`src/rtl/prof_pkg.sv`:
```
// Shared widths, FSM state type and the record layout used by the ap_ctrl profiler.
package prof_pkg;

  localparam int PROF_TS_W  = 32;
  localparam int PROF_CNT_W = 16;
  localparam int PROF_DEPTH = 4;
  localparam int PROF_REC_W = PROF_TS_W + 3 * PROF_CNT_W;

  typedef enum logic {
    ST_IDLE = 1'b0,
    ST_RUN  = 1'b1
  } prof_state_e;

  typedef struct packed {
    logic [PROF_TS_W-1:0]  start_ts;
    logic [PROF_CNT_W-1:0] latency;
    logic [PROF_CNT_W-1:0] iters;
    logic [PROF_CNT_W-1:0] stalls;
  } prof_rec_t;

  // start_ts lands in the MSBs so records sort by start time when read as integers.
  function automatic logic [PROF_REC_W-1:0] pack_rec(input prof_rec_t r);
    return {r.start_ts, r.latency, r.iters, r.stalls};
  endfunction

endpackage

```
`src/rtl/prof_rec_fifo.sv`:
```
// Synchronous record FIFO: registered storage array, head read straight from storage,
// accepts a push into a full FIFO only when a pop frees a slot in the same cycle.
module prof_rec_fifo #(
  parameter int WIDTH = 8,
  parameter int DEPTH = 4
) (
  input  logic             clock,
  input  logic             reset,
  input  logic             clear,
  input  logic             push,
  input  logic [WIDTH-1:0] push_data,
  output logic             full,
  input  logic             pop,
  output logic             empty,
  output logic [WIDTH-1:0] pop_data
);

  localparam int AW = $clog2(DEPTH);

  logic [WIDTH-1:0] mem_reg [DEPTH];
  logic [AW-1:0]    wr_ptr_reg;
  logic [AW-1:0]    rd_ptr_reg;
  logic [AW:0]      count_reg;
  logic             do_push;
  logic             do_pop;

  assign empty    = (count_reg == '0);
  assign full     = (count_reg == (AW+1)'(DEPTH));
  assign do_pop   = pop && !empty;
  assign do_push  = push && (!full || do_pop);
  // Storage is not reset; gating keeps the head at zero whenever nothing is queued.
  assign pop_data = empty ? '0 : mem_reg[rd_ptr_reg];

  always_ff @(posedge clock) begin
    if (!reset && !clear && do_push) begin
      mem_reg[wr_ptr_reg] <= push_data;
    end
  end

  always_ff @(posedge clock) begin
    if (reset || clear) begin
      wr_ptr_reg <= '0;
      rd_ptr_reg <= '0;
      count_reg  <= '0;
    end else begin
      if (do_push) wr_ptr_reg <= wr_ptr_reg + AW'(1);
      if (do_pop)  rd_ptr_reg <= rd_ptr_reg + AW'(1);
      count_reg <= count_reg + (AW+1)'(do_push) - (AW+1)'(do_pop);
    end
  end

endmodule

```
`src/rtl/ap_ctrl_profiler.sv`:
```
// Profiles ap_ctrl_hs transactions into {start_ts, latency, iters, stalls} records.
// Stall counting is built only when PROFILER_STALL_CNT_EN is defined.
module ap_ctrl_profiler
  import prof_pkg::*;
#(
  parameter int TS_W  = PROF_TS_W,
  parameter int CNT_W = PROF_CNT_W,
  parameter int DEPTH = PROF_DEPTH
) (
  input  logic                    clock,
  input  logic                    reset,
  input  logic                    ap_start,
  input  logic                    ap_done,
  input  logic                    iter_end,
  input  logic                    loop_stall,
  input  logic                    clear,
  output logic                    rec_valid,
  input  logic                    rec_ready,
  output logic [TS_W+3*CNT_W-1:0] rec_data,
  output logic                    busy,
  output logic [7:0]              drop_cnt
);

  localparam int REC_W = TS_W + 3 * CNT_W;
  localparam logic [CNT_W-1:0] CNT_MAX = '1;

  prof_state_e      state_reg, state_next;
  logic             reload_reg, reload_next;
  logic [TS_W-1:0]  ts_reg;
  logic [TS_W-1:0]  start_ts_reg;
  logic [CNT_W-1:0] lat_reg;
  logic [CNT_W-1:0] iters_reg;
  logic [7:0]       drop_cnt_reg;

  logic             start_cycle;
  logic             done_cycle;
  logic [TS_W-1:0]  cur_ts;
  logic [CNT_W-1:0] cur_lat;
  logic [CNT_W-1:0] cur_iters;
  logic [CNT_W-1:0] cur_stalls;
  logic [REC_W-1:0] push_data;
  logic             push;
  logic             fifo_full;
  logic             fifo_empty;
  logic             drop;

  function automatic logic [CNT_W-1:0] sat_inc(input logic [CNT_W-1:0] v, input logic en);
    return (en && v != CNT_MAX) ? v + CNT_W'(1) : v;
  endfunction

  // reload_reg marks the cycle after a back-to-back done as a fresh start cycle.
  always_comb begin
    state_next  = state_reg;
    reload_next = 1'b0;
    start_cycle = 1'b0;
    done_cycle  = 1'b0;
    case (state_reg)
      ST_IDLE: begin
        if (ap_start) begin
          start_cycle = 1'b1;
          if (ap_done) done_cycle = 1'b1;
          else         state_next = ST_RUN;
        end
      end
      ST_RUN: begin
        start_cycle = reload_reg;
        if (ap_done) begin
          done_cycle = 1'b1;
          if (ap_start) reload_next = 1'b1;
          else          state_next  = ST_IDLE;
        end
      end
      default: state_next = ST_IDLE;
    endcase
    if (clear) begin
      state_next  = ST_IDLE;
      reload_next = 1'b0;
    end
  end

  // Counter values including this cycle's increments; these are what a done cycle records.
  assign cur_ts    = start_cycle ? ts_reg : start_ts_reg;
  assign cur_lat   = start_cycle ? CNT_W'(1) : sat_inc(lat_reg, 1'b1);
  assign cur_iters = start_cycle ? CNT_W'(iter_end) : sat_inc(iters_reg, iter_end);

`ifdef PROFILER_STALL_CNT_EN
  logic [CNT_W-1:0] stalls_reg;

  assign cur_stalls = start_cycle ? CNT_W'(loop_stall) : sat_inc(stalls_reg, loop_stall);

  always_ff @(posedge clock) begin
    if (reset || clear) begin
      stalls_reg <= '0;
    end else if (start_cycle || state_reg == ST_RUN) begin
      stalls_reg <= cur_stalls;
    end
  end
`else
  logic unused_loop_stall;

  assign unused_loop_stall = loop_stall;
  assign cur_stalls        = '0;
`endif

  generate
    if (TS_W == PROF_TS_W && CNT_W == PROF_CNT_W) begin : g_pkg_pack
      prof_rec_t rec;
      assign rec       = '{start_ts: cur_ts, latency: cur_lat, iters: cur_iters, stalls: cur_stalls};
      assign push_data = pack_rec(rec);
    end else begin : g_cat_pack
      assign push_data = {cur_ts, cur_lat, cur_iters, cur_stalls};
    end
  endgenerate

  assign push = done_cycle && !clear;
  assign drop = push && fifo_full && !rec_ready;

  always_ff @(posedge clock) begin
    if (reset) begin
      state_reg    <= ST_IDLE;
      reload_reg   <= 1'b0;
      ts_reg       <= '0;
      start_ts_reg <= '0;
      lat_reg      <= '0;
      iters_reg    <= '0;
      drop_cnt_reg <= '0;
    end else begin
      ts_reg     <= ts_reg + TS_W'(1);
      state_reg  <= state_next;
      reload_reg <= reload_next;
      if (clear) begin
        start_ts_reg <= '0;
        lat_reg      <= '0;
        iters_reg    <= '0;
        drop_cnt_reg <= '0;
      end else begin
        if (start_cycle || state_reg == ST_RUN) begin
          start_ts_reg <= cur_ts;
          lat_reg      <= cur_lat;
          iters_reg    <= cur_iters;
        end
        if (drop && drop_cnt_reg != 8'hFF) drop_cnt_reg <= drop_cnt_reg + 8'd1;
      end
    end
  end

  prof_rec_fifo #(
    .WIDTH(REC_W),
    .DEPTH(DEPTH)
  ) u_fifo (
    .clock    (clock),
    .reset    (reset),
    .clear    (clear),
    .push     (push),
    .push_data(push_data),
    .full     (fifo_full),
    .pop      (rec_ready),
    .empty    (fifo_empty),
    .pop_data (rec_data)
  );

  assign rec_valid = !fifo_empty;
  assign busy      = (state_reg == ST_RUN);
  assign drop_cnt  = drop_cnt_reg;

endmodule

```
`config.mk`:
```
export PLATFORM = sky130hd
export DESIGN_NAME = ap_ctrl_profiler
export DESIGN_NICKNAME = d
export VERILOG_FILES = /design/src/rtl/prof_pkg.sv /design/src/rtl/prof_rec_fifo.sv /design/src/rtl/ap_ctrl_profiler.sv
export SDC_FILE = /design/constraint.sdc
export NUM_CORES = 1
export LEC_CHECK = 0
export ABC_AREA = 0
export CORE_MARGIN = 2
export CORE_UTILIZATION = 64
export DETAILED_ROUTE_END_ITERATION = 10
export PLACE_DENSITY = 0.85
export SLEW_MARGIN = 20
export SYNTH_ARGS = -nofsm -noshare
export SYNTH_HDL_FRONTEND = slang
export SYNTH_SLANG_ARGS = --single-unit
```
`constraint.sdc`:
```
create_clock -name clock -period 5.21 [get_ports clock]
set_clock_uncertainty 0.2 [all_clocks]
set_input_delay 0.7815 -clock clock [delete_from_list [all_inputs] [get_ports clock]]
set_output_delay 0.7815 -clock clock [all_outputs]
set_load 0.05 [all_outputs]
```
Figure 1. Clock nets (run 1).
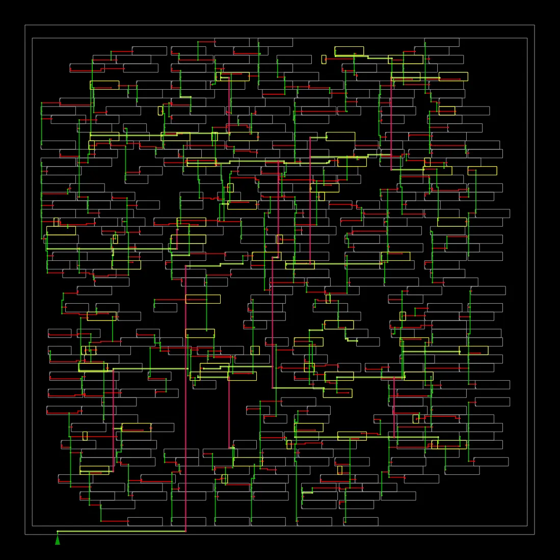
Latency at later pin: 510 ps
clock sinks: 371
CTS buffer count: 37
Clk. pwr: 2.65 mW
Seq cells: 371

Figure 2. Signal wires on met2 (run 1).
(1.5 px per um)
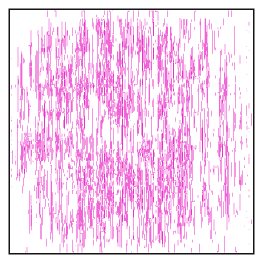
The longest straight run is 54.4 um. 1,113 nets have wire on it. The layer carries 16,200 um of wire. The wires run mostly vertical. The layer holds 49% of the routed length.

==> impl_metrics.py, run 1 <==
# Auto-generated metrics
metrics = {
    "synth": {
        "synth.yosys.num_cells": 1218,
        "syn_area_um2": 16000,
        "ys_types": 72,
        "ys_sh_mux": 0.0979,
        "edf_count": 256,
        "synthTopCellsByArea": "edfxtp_1 48%, dfxtp_1 14%, mux4_2 9.0%, nand2_1 3.4%, and2_1 3.0%",
        "ys_seq_frac": 0.626,
        "logic_family": "simple AND/OR/NAND/NOR gates",
        "yosysMostFrequentCell": "edfxtp_1",
        "synthArstFlopShare": 0,
        "synth_chip_area_um2": 16000,
        "aoi_share": 0.0791,
        "flop_cell": "edfxtp_1",
        "synth-adder-area-share": 0.00909,
        "synth_area_leader_cell": "edfxtp_1",
    },
    "power": {
        "vdd_ir_drop_max_mv": 0.302,
        "leakage_nw": 6.04,
    },
    "die": {
        "core_um2": 24400,
        "fp-row-count": 57,
        "num_io_pins": 98,
        "die_h_um": 162,
        "fp.dieW_um": 162,
        "fp-utilization": 0.654,
    },
    "drt": {
        "drc_errors": 0,
        "vias_per_cell": 6.36,
        "drt_iter0_markers": 942,
        "drt_first_pass_iters": 5,
    },
    "final_timing": {
        "slew_headroom": 0.364,
        "worstMarginPinSlew_ps": 951,
        "fin_crit_sh": 0.803,
        "hold_violations": 0,
        "drv_slew": 0,
        "fin_crit_ps": 4180,
        "max_freq_mhz": 239,
    },
    "clock_tree": {
        "cts-root-buf": "clkbuf_16",
        "cts_tree": "yes",
        "cts_setup_buffers": 0,
        "holdBufCountCts": 0,
    },
    "critical_path": {
        "endpoint_kind": "output pin",
        "critical-path-max-stage-delay_ps": 810,
        "worst-setup-path-type": "reg -> out",
        "arrival_ps": 3200,
        "reg2reg_depth": 4,
        "crit_chain": "buf_12 -> mux4_2 -> and2_1 -> clkdlybuf4s50_1",
        "r2r-start": "busy",
    },
    "hold_path": {
        "worstHoldStart": "start_ts_reg[22]",
        "worstHoldPathType": "reg -> reg",
    },
    "global_routing": {
        "grt_antenna_before_repair": 0,
        "gr-total-overflow": 0,
        "grt_max_degree": 68,
    },
    "layout": {
        "insertedDiodeCount": 0,
        "area_growth_pct": 13.9,
        "regArea_um2": 9990,
    },
    "outcome": {
        "outcome": "finished clean",
    },
    "placed_design": {
        "portBuffers": 80,
    },
}
Figure 3. Metal 3 (run 1).
(1.5 px per um) Cells faint in the background.
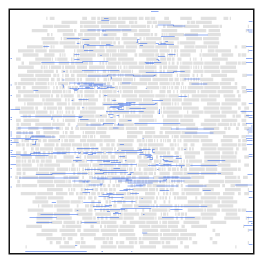
169 nets have wire on it. The layer carries 2,120 um of wire.

[run 1: power breakdown]
part | total [mW] | internal [mW] | switching, mW
sequential | 3.14 | 3.13 | 0.0134
combinational | 0.358 | 0.110 | 0.248
clock | 2.65 | 1.57 | 1.08
[run 1: kinds of logic (layout without fill, tap and decap cells)]
| group | Yosys count | after routing |
|---|---|---|
| simple gates | 424 | 424 |
| other cells | 1 | 16 |
| fa+ha+maj | 11 | 11 |
| buf+inv | 114 | 175 |
| flops | 371 | 371 |
| compound gates | 202 | 202 |
| xor+xnor | 19 | 19 |
| mux | 76 | 76 |
[run 1: how the worst max path moves through the flow]
stage,endpoint,slack [ps],depth (start not counted)
final,rec_data[76],1030,4
after global routing,rec_data[18],860,4
after floorplan,u_fifo.mem_reg[0][0],1590,4
after detailed placement,u_fifo.mem_reg[1][18],1350,5
after CTS,rec_data[76],930,4
after global placement,u_fifo.mem_reg[1][15],1470,5
[run 1: metrics by stage]
step,instances,instance area [um2],util,hold slack (ps)
after detailed placement,1550,16900,0.695,250
after CTS,1618,18200,0.745,261
final,1618,18200,0.745,260
after global placement,1550,16900,0.694,234
after floorplan,1233,16000,-,226
after global routing,1618,18200,0.745,286
[run 1: layout by cell type (no fill, tap or decap), drive strengths merged, types with 33 or more instances in the layout]
cell	instances
edfxtp	256
nor2	38
clkdlybuf4s50	80
and2	78
nand2	143
mux4	64
dfxtp	115
a21oi	87
clkbuf	47
o21ai	33
[run 1: metal layers]
layer	GRT usage	wire length [um]
met2	0.423	16200
met1	0.347	13800
met3	0.0375	2120
met5	0	0
met4	0.0885	839
[run 1: layout make-up]
cell class,count,area share
clock buffer,47,0.0571
timing repair buffer,92,0.0531
clock inverter,21,0.0104
inverter,15,0.00310
tap,324,0.0223
sequential,371,0.550
multi-input combinational,748,0.304
[run 1: tightest hold or removal path, cell delays in order, from the launching register on]
cell and delay [ps]:
dfxtp_1 300, nand2_1 60, a21oi_1 50
==> inputs of run 2 (changes only) <==
Settings changed: CORE_UTILIZATION 64 to 59, PLACE_DENSITY 0.85 to 0.79.
Clock period 5.21 ns to 4.2 ns, I/O delays scaled along.
Figure 4. Signal wires on met2 (run 2).
(1.5 px per um)
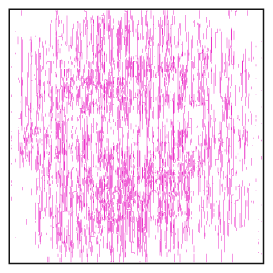
1,129 nets have wire on it. The longest straight run is 76.5 um. The wires run mostly vertical. The layer carries 15,600 um of wire.
GR Layer Usage met2: 0.374
via count: 10,100
Detailed Route WL: 32,300 um

Figure 5. PDN straps and rails (run 2).
(2 px per um) Pins as bars on the die edge. Tap cells in grey.
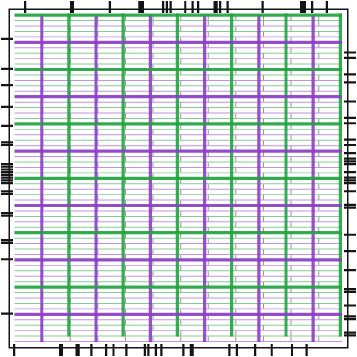
Green shows VDD. Purple shows VSS.
12 straps on met4. 61 met1 rails follow the rows.
Die Y: 168 um
Core ar.: 26,700 um2
VDD IR max: 0.388 mV

Figure 6. Metal 3 (run 2).
(1.5 px per um) Cells faint in the background.
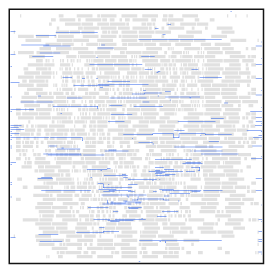
The layer carries 1,750 um of wire. The longest straight run is 55.2 um. The wires run mostly horizontal. The layer holds 5.4% of the routed length.

==> run 2 against run 1 <==
Die size increased by 8.3%. Cell count is 1.9% higher. Worst hold slack got worse by 1.8 ps. Non-clock buffer count increased by 12. Combinational power up 26%. Utilization shrank 5.9 points. Via count shrank 1.7%.
==> impl_metrics.py, run 2 <==
# Auto-generated metrics
metrics = {
    "synth": {
        "syn_area_um2": 16000,
        "logic_family": "simple AND/OR/NAND/NOR gates",
        "ys_sh_mux": 0.0979,
        "ys_seq_frac": 0.626,
        "aoi_share": 0.0791,
        "synth-adder-area-share": 0.00909,
        "edf_count": 256,
        "flop_cell": "edfxtp_1",
        "ys_types": 72,
        "synth.yosys.num_cells": 1218,
        "yosysMostFrequentCell": "edfxtp_1",
        "synth_chip_area_um2": 16000,
        "synth_area_leader_cell": "edfxtp_1",
    },
    "final_timing": {
        "fin_crit_sh": 0.925,
        "drv_slew": 0,
        "max_freq_mhz": 257,
        "slew_headroom": 0.297,
        "fin_crit_ps": 3880,
        "hold_violations": 0,
        "worstMarginPinSlew_ps": 1050,
    },
    "die": {
        "fp-utilization": 0.597,
        "num_io_pins": 98,
        "fp.dieW_um": 168,
        "fp-row-count": 60,
    },
    "critical_path": {
        "worst-setup-path-type": "reg -> out",
        "r2r-start": "u_fifo.count_reg[1]",
        "arrival_ps": 3050,
        "critical-path-max-stage-delay_ps": 850,
    },
    "layout": {
        "final_core_util": 0.686,
        "area_growth_pct": 14.8,
        "lay_top_cells": "256 x edfxtp_1, 143 x nand2_1, 113 x dfxtp_1",
    },
    "drt": {
        "drt_first_pass_iters": 5,
        "drt_iter0_markers": 893,
        "vias_per_cell": 6.13,
    },
    "clock_tree": {
        "numCtsBuffers": 37,
        "cts_tree": "yes",
        "cts-root-buf": "clkbuf_16",
    },
    "hold_path": {
        "worstHoldPathType": "reg -> reg",
        "worstHoldStart": "start_ts_reg[30]",
    },
    "power": {
        "comb_power_share": 0.058,
        "pwr-share-seq": 0.498,
        "leakage_nw": 6.11,
        "intPower_mw": 6.17,
        "p_sw_frac": 0.211,
        "pwr-share-clk": 0.444,
    },
    "outcome": {
        "outcome": "finished clean",
    },
    "global_routing": {
        "grt_antenna_before_repair": 2,
        "grt_max_degree": 58,
    },
}
==> run 2: layout make-up <==
| cell class | instances | area share |
|---|---|---|
| antenna | 2 | 0.000273 |
| sequential | 371 | 0.545 |
| inverter | 15 | 0.00307 |
| timing repair buffer | 104 | 0.0562 |
| tap | 341 | 0.0233 |
| clock inverter | 14 | 0.0124 |
| clock buffer | 54 | 0.0585 |
| multi-input combinational | 748 | 0.301 |
==> run 2: worst max-delay path by stage <==
stage	end	slack [ps]
after global routing	rec_data[32]	140
after global placement	u_fifo.count_reg[2]	800
after detailed placement	u_fifo.mem_reg[1][20]	710
after floorplan	u_fifo.mem_reg[1][0]	580
after CTS	rec_data[32]	250
final	rec_data[32]	320
==> run 2: critical path, delay by kind of cell, from the launching register on <==
family / cells / cell delay [ps]
flops: 1 / 470
simple gates: 2 / 990
buf+inv: 2 / 1080
==> run 2: cell families (layout without fill, tap and decap cells) <==
logic type	after synthesis	count (layout)
simple gates	424	424
other cells	1	18
mux	76	76
fa+ha+maj	11	11
buf+inv	114	187
xor+xnor	19	19
flops	371	371
compound gates	202	202
==> run 2: stage by stage <==
stage	cell area, um2	std cells	total power [mW]	hold slack (ps)
floorplan	16000	1233	4.30	226
global placement	17000	1579	4.42	238
detailed placement	17000	1579	4.43	249
CTS	18300	1647	7.88	260
global route	18300	1649	8.04	288
finish	18300	1649	7.83	258
==> run 2: metal layers <==
| metal | vias up | track usage | share of wire |
|---|---|---|---|
| met3 | 48 | 0.0409 | 0.054 |
| met4 | 0 | 0.0828 | 0.021 |
| met2 | 305 | 0.374 | 0.48 |
| met1 | 5025 | 0.326 | 0.44 |
| met5 | - | 0 | 0 |
| li1 | 4736 | - | - |
==> run 2: power by group through the flow <==
stage,combinational [mW],clock (mW),sequential [mW]
after floorplan,0.332,0,3.97
after global placement,0.446,0,3.98
after detailed placement,0.453,0,3.98
after CTS,0.454,3.53,3.90
after global routing,0.480,3.66,3.90
final,0.452,3.48,3.90
Power figures rest on the tool's default switching activity, not on a simulated workload.
